### Metal 1

(6 px per um)
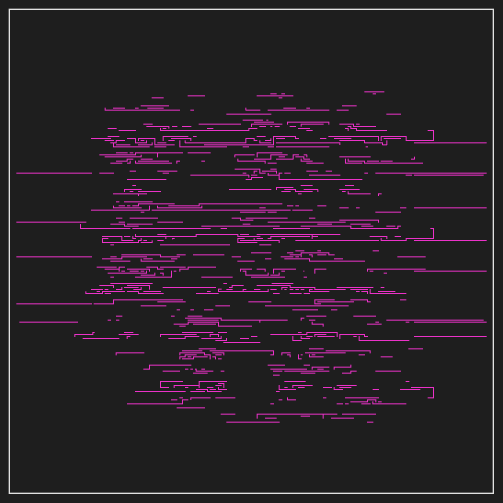
### A small window of the routed layout

Window x 8 to 33, y 48 to 73 um. Cells in gray, sequential cells in the stronger gray; small squares are vias.
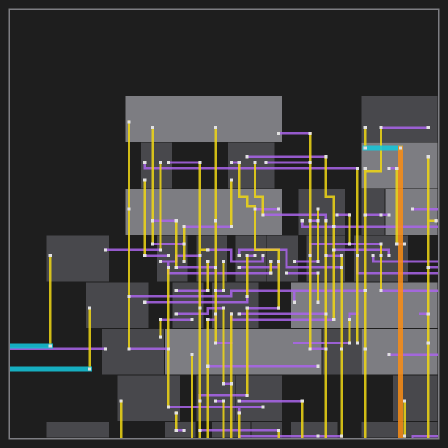
### Routing congestion

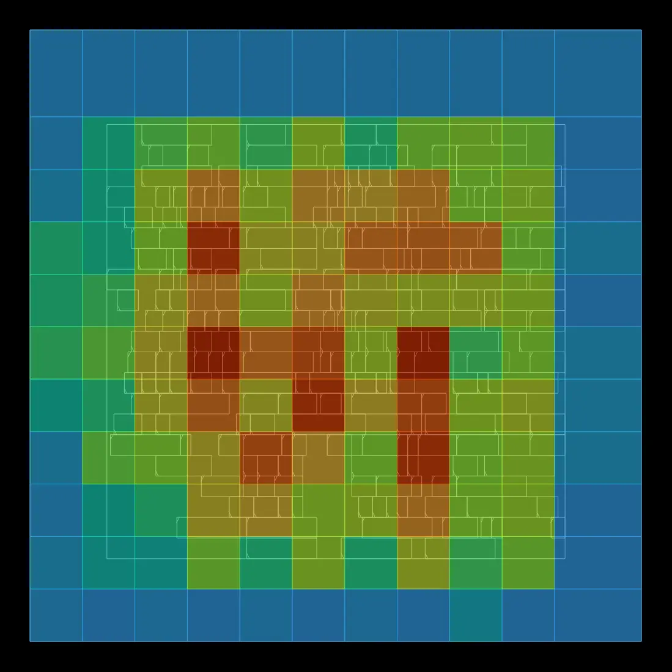
### Cell classes on the final placement

(4 px per um)
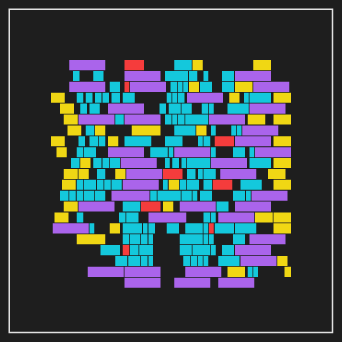
### Sizing map

(4 px per um)
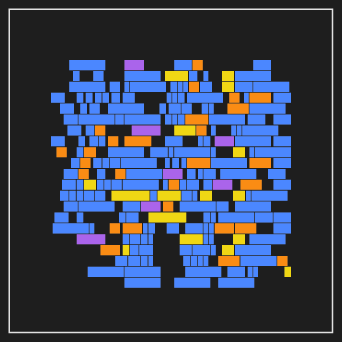
$ cat config.mk
export PLATFORM = sky130hd
export DESIGN_NAME = bin_to_bcd_seq
export DESIGN_NICKNAME = d
export VERILOG_FILES = /design/src/rtl/bin_to_bcd_seq.sv
export SDC_FILE = /design/constraint.sdc
export NUM_CORES = 1
export LEC_CHECK = 0
export CAP_MARGIN = 20
export CORE_MARGIN = 10
export CORE_UTILIZATION = 55
export CTS_CLUSTER_SIZE = 20
export DETAILED_ROUTE_END_ITERATION = 16
export PLACE_DENSITY = 0.78
export SKIP_CTS_REPAIR_TIMING = 1
export SYNTH_ARGS = -nofsm -noshare
export SYNTH_HDL_FRONTEND = slang
export SYNTH_SLANG_ARGS = --single-unit
$ cat constraint.sdc
create_clock -name clk -period 1.5 [get_ports clk]
set_input_delay 0.3 -clock clk [delete_from_list [all_inputs] [get_ports clk]]
set_output_delay 0.3 -clock clk [all_outputs]
set_load 0.03 [all_outputs]
$ cat src/rtl/bin_to_bcd_seq.sv
// bin_to_bcd_seq: sequential shift-and-add-3 (double-dabble) binary to BCD
// converter. It converts one input bit per clock and holds the three result
// digits stable between conversions, so the display mux never sees partial
// values.
// Optional build macro BCD_SIGNED_EN: treats bin as two's complement, converts
// its magnitude, and adds the registered sign output Neg.
module bin_to_bcd_seq #(
  parameter int WIDTH = 8
) (
  input  logic             clk,
  input  logic             rst_n,
  input  logic             start,
  input  logic [WIDTH-1:0] bin,
  output logic             busy,
  output logic             done,
  output logic [3:0]       Ones,
  output logic [3:0]       Tens,
  output logic [3:0]       Hundreds
`ifdef BCD_SIGNED_EN
  ,
  output logic             Neg
`endif
);

  typedef enum logic [1:0] {
    IDLE  = 2'd0,
    SHIFT = 2'd1,
    DONE  = 2'd2
  } state_t;

  // The counter reaches WIDTH-1 on the final shift step.
  localparam logic [3:0] LAST_CNT = 4'(WIDTH - 1);

  state_t           state_r;
  logic [WIDTH-1:0] shreg_r;
  logic [11:0]      scratch_r;
  logic [3:0]       cnt_r;
  logic [WIDTH-1:0] load_s;
  logic [11:0]      adj_s;
`ifdef BCD_SIGNED_EN
  logic             neg_cap_r;
`endif

  // A BCD nibble of 5 or more would overflow past 9 when doubled, so add 3 first.
  function automatic logic [3:0] add3_adjust(input logic [3:0] nib);
    logic [3:0] res;
    if (nib >= 4'd5) begin
      res = nib + 4'd3;
    end else begin
      res = nib;
    end
    return res;
  endfunction

  // Adjust all three scratch nibbles independently. Carries never cross nibbles.
  always_comb begin
    adj_s = {add3_adjust(scratch_r[11:8]),
             add3_adjust(scratch_r[7:4]),
             add3_adjust(scratch_r[3:0])};
  end

  // Value loaded into the shift register. In signed mode it is the magnitude,
  // and the most negative input wraps to its full unsigned magnitude.
  always_comb begin
    load_s = bin;
`ifdef BCD_SIGNED_EN
    if (bin[WIDTH-1]) begin
      load_s = {WIDTH{1'b0}} - bin;
    end else begin
      load_s = bin;
    end
`endif
  end

  // busy is a pure decode of the state register.
  always_comb begin
    if (state_r != IDLE) begin
      busy = 1'b1;
    end else begin
      busy = 1'b0;
    end
  end

  // Conversion FSM with registered digit, sign and done outputs.
  always_ff @(posedge clk or negedge rst_n) begin
    if (!rst_n) begin
      state_r   <= IDLE;
      shreg_r   <= {WIDTH{1'b0}};
      scratch_r <= 12'd0;
      cnt_r     <= 4'd0;
      done      <= 1'b0;
      Ones      <= 4'd0;
      Tens      <= 4'd0;
      Hundreds  <= 4'd0;
`ifdef BCD_SIGNED_EN
      neg_cap_r <= 1'b0;
      Neg       <= 1'b0;
`endif
    end else begin
      done <= 1'b0;
      case (state_r)
        IDLE: begin
          if (start) begin
            shreg_r   <= load_s;
            scratch_r <= 12'd0;
            cnt_r     <= 4'd0;
`ifdef BCD_SIGNED_EN
            neg_cap_r <= bin[WIDTH-1];
`endif
            state_r   <= SHIFT;
          end else begin
            state_r <= IDLE;
          end
        end
        SHIFT: begin
          // Shift {scratch, shreg} left by one. The shreg MSB enters the scratch LSB.
          scratch_r <= 12'({adj_s, shreg_r[WIDTH-1]});
          shreg_r   <= {shreg_r[WIDTH-2:0], 1'b0};
          cnt_r     <= cnt_r + 4'd1;
          if (cnt_r == LAST_CNT) begin
            state_r <= DONE;
          end else begin
            state_r <= SHIFT;
          end
        end
        DONE: begin
          Ones     <= scratch_r[3:0];
          Tens     <= scratch_r[7:4];
          Hundreds <= scratch_r[11:8];
`ifdef BCD_SIGNED_EN
          Neg      <= neg_cap_r;
`endif
          done     <= 1'b1;
          state_r  <= IDLE;
        end
        default: begin
          state_r <= IDLE;
        end
      endcase
    end
  end

endmodule

==> flow_summary.yaml <==
# implementation run metrics
routing:
  routed.top_layer: "met4"
  met1_length_um: 1810
  drt-pass1-iter-count: 4
  antenna_left: 0
  met3_length_um: 192
synthesis:
  async_flop_share_pct: 100
  synth.avg_cell_area_um2: 11.0
  ys_types: 33
  synthAoiAreaFrac_pct: 20.7
  ys_ff: 39
  ys_top_cells_by_area: "dfrtp_1, mux2_4, ha_1"
  syn_inst: 183
  simple_gate_share_pct: 13.3
  ys_chip_area_mm2: 0.00201
  yosys_cells: 183
  ys_sh_mux_pct: 4.98
  fa_ha_area_share_pct: 4.36
  ys_seq_share_pct: 48.6
  ys_warn_count: 0
  synthFlopType: "dfrtp_1"
cells_and_area:
  nonClockInverterCount: 7
  top_regs: "scratch_r: 12 flops, shreg_r: 8 flops"
  comb_area_share_pct: 37.5
  fin_nets: 236
  final_cell_mix: "dfrtp_1, nand2_1, o21ai_0"
  drive_gt1_share_pct: 22.8
  flop_area_um2: 978
  largest_cell_class: "flip-flops and latches"
  largest_reg_flops: 12
  clockNetworkAreaShare_pct: 3.29
  largest_register: "scratch_r"
  clock_buffers: 7
  logic_area_um2: 928
pwr:
  power_leakage_nw: 1.33
  internal-power_mw: 2.97
  power_frac_seq_pct: 37.7
  seq_power_mw: 1.87
  clk-power_mw: 0.669
  p_comb_mw: 2.43
  swShare_pct: 40.3
  power-top-group: "combinational logic"
  netSwitchingPower_mw: 2.01
  powerDensity_mw_per_mm2: 2010
final_timing:
  fin_ws_ns: -0.0459
  hold_violations: 0
  period_used_pct: 103
  timing.fmax_mhz: 647
  tightest_slew_ns: 0.490
  setup_viol: 1
  rsz0062_at_grt: "true"
  finClkSkew_ns: 0.00418
global_route:
  antenna_found_initial: 0
  grt_max_degree: 40
  grt-ovfl-total: 0
  grt_pass1_wl_um: 6790
  gr-usage-met3_pct: 3.67
  grt_pass1_vias: 1537
run:
  warnings: 30
  maxCapViolCount: 0
setup_path:
  critPathArrivalTime_ns: 1.25
  cp_slowest_cell: "dfrtp_2"
  setup.worst_path.end_class: "output port"
  critical_path.startpoint: "state_r[1]$_DFF_PN0_"
  crit_chain: "or2_4 > buf_4"
  critPathRequiredTime_ns: 1.20
  cpPeakStageDelay_ns: 0.53
  crit_end: "busy"
  critPathLaunchType: "flip-flop"
  criticalPathCategory: "flip-flop to output port"
status:
  violations: "negative setup slack"
  status: "finished, violations left"
clock_network:
  path_clk_slew_ns: 0.07
  cts_tree: "built"
floorplanning:
  taps: 46
  die_w_um: 80.4
  fp.dieArea_mm2: 0.00647
  initial_core_util_pct: 58.3
placement:
  place_ws_ns: -0.155
  place_congestion: 0.727
About 'Metal 1':
nets with wire on the layer = 216
longest straight run = 23.0 um
met1 Use GR: 14.6%
vias post-DR: 1462

About 'A small window of the routed layout':
metal 4 -> orange
metal 3 -> cyan
metal 2 -> yellow
metal 1 -> purple
sequential cells in the window = 4
netlist names of flops here include = `shreg_r` (4)
cells with their middle in the window = 24
most frequent = clkdlybuf4s50_1 (4), dfrtp_1 (4)

About 'Routing congestion':
routed length per placed instance: 15.1 um
met2 Use GR: 21.8%
GRT Util Overall: 12.8%
gr busiest metal: met2

About 'Cell classes on the final placement':
sequential cells -> purple  # cells 39, share of their area 40%
clock drivers and dummy loads -> red  # cells 8, share of their area 3.4%
remaining buffers and delay cells -> yellow  # cells 39, share of their area 17%
combinational and other logic -> cyan  # cells 133, share of their area 39%
Std-Cell Rows: 21
utilization after layout: 71.9%
fin area: 0.00247 mm^2
Seq/total area: 39.5%
Core ar.: 0.00344 mm^2

About 'Sizing map':
_0 and _1 cells -> blue  # cells 169
_3 and _4 cells -> orange  # cells 27
_2 cells -> yellow  # cells 16
_6 and larger -> purple  # cells 7
worst setup margin: -0.0459 ns
P&R area growth vs syn: 23.2%
Non-CTS buffers: 39

Power is estimated from default activity; no workload was simulated.
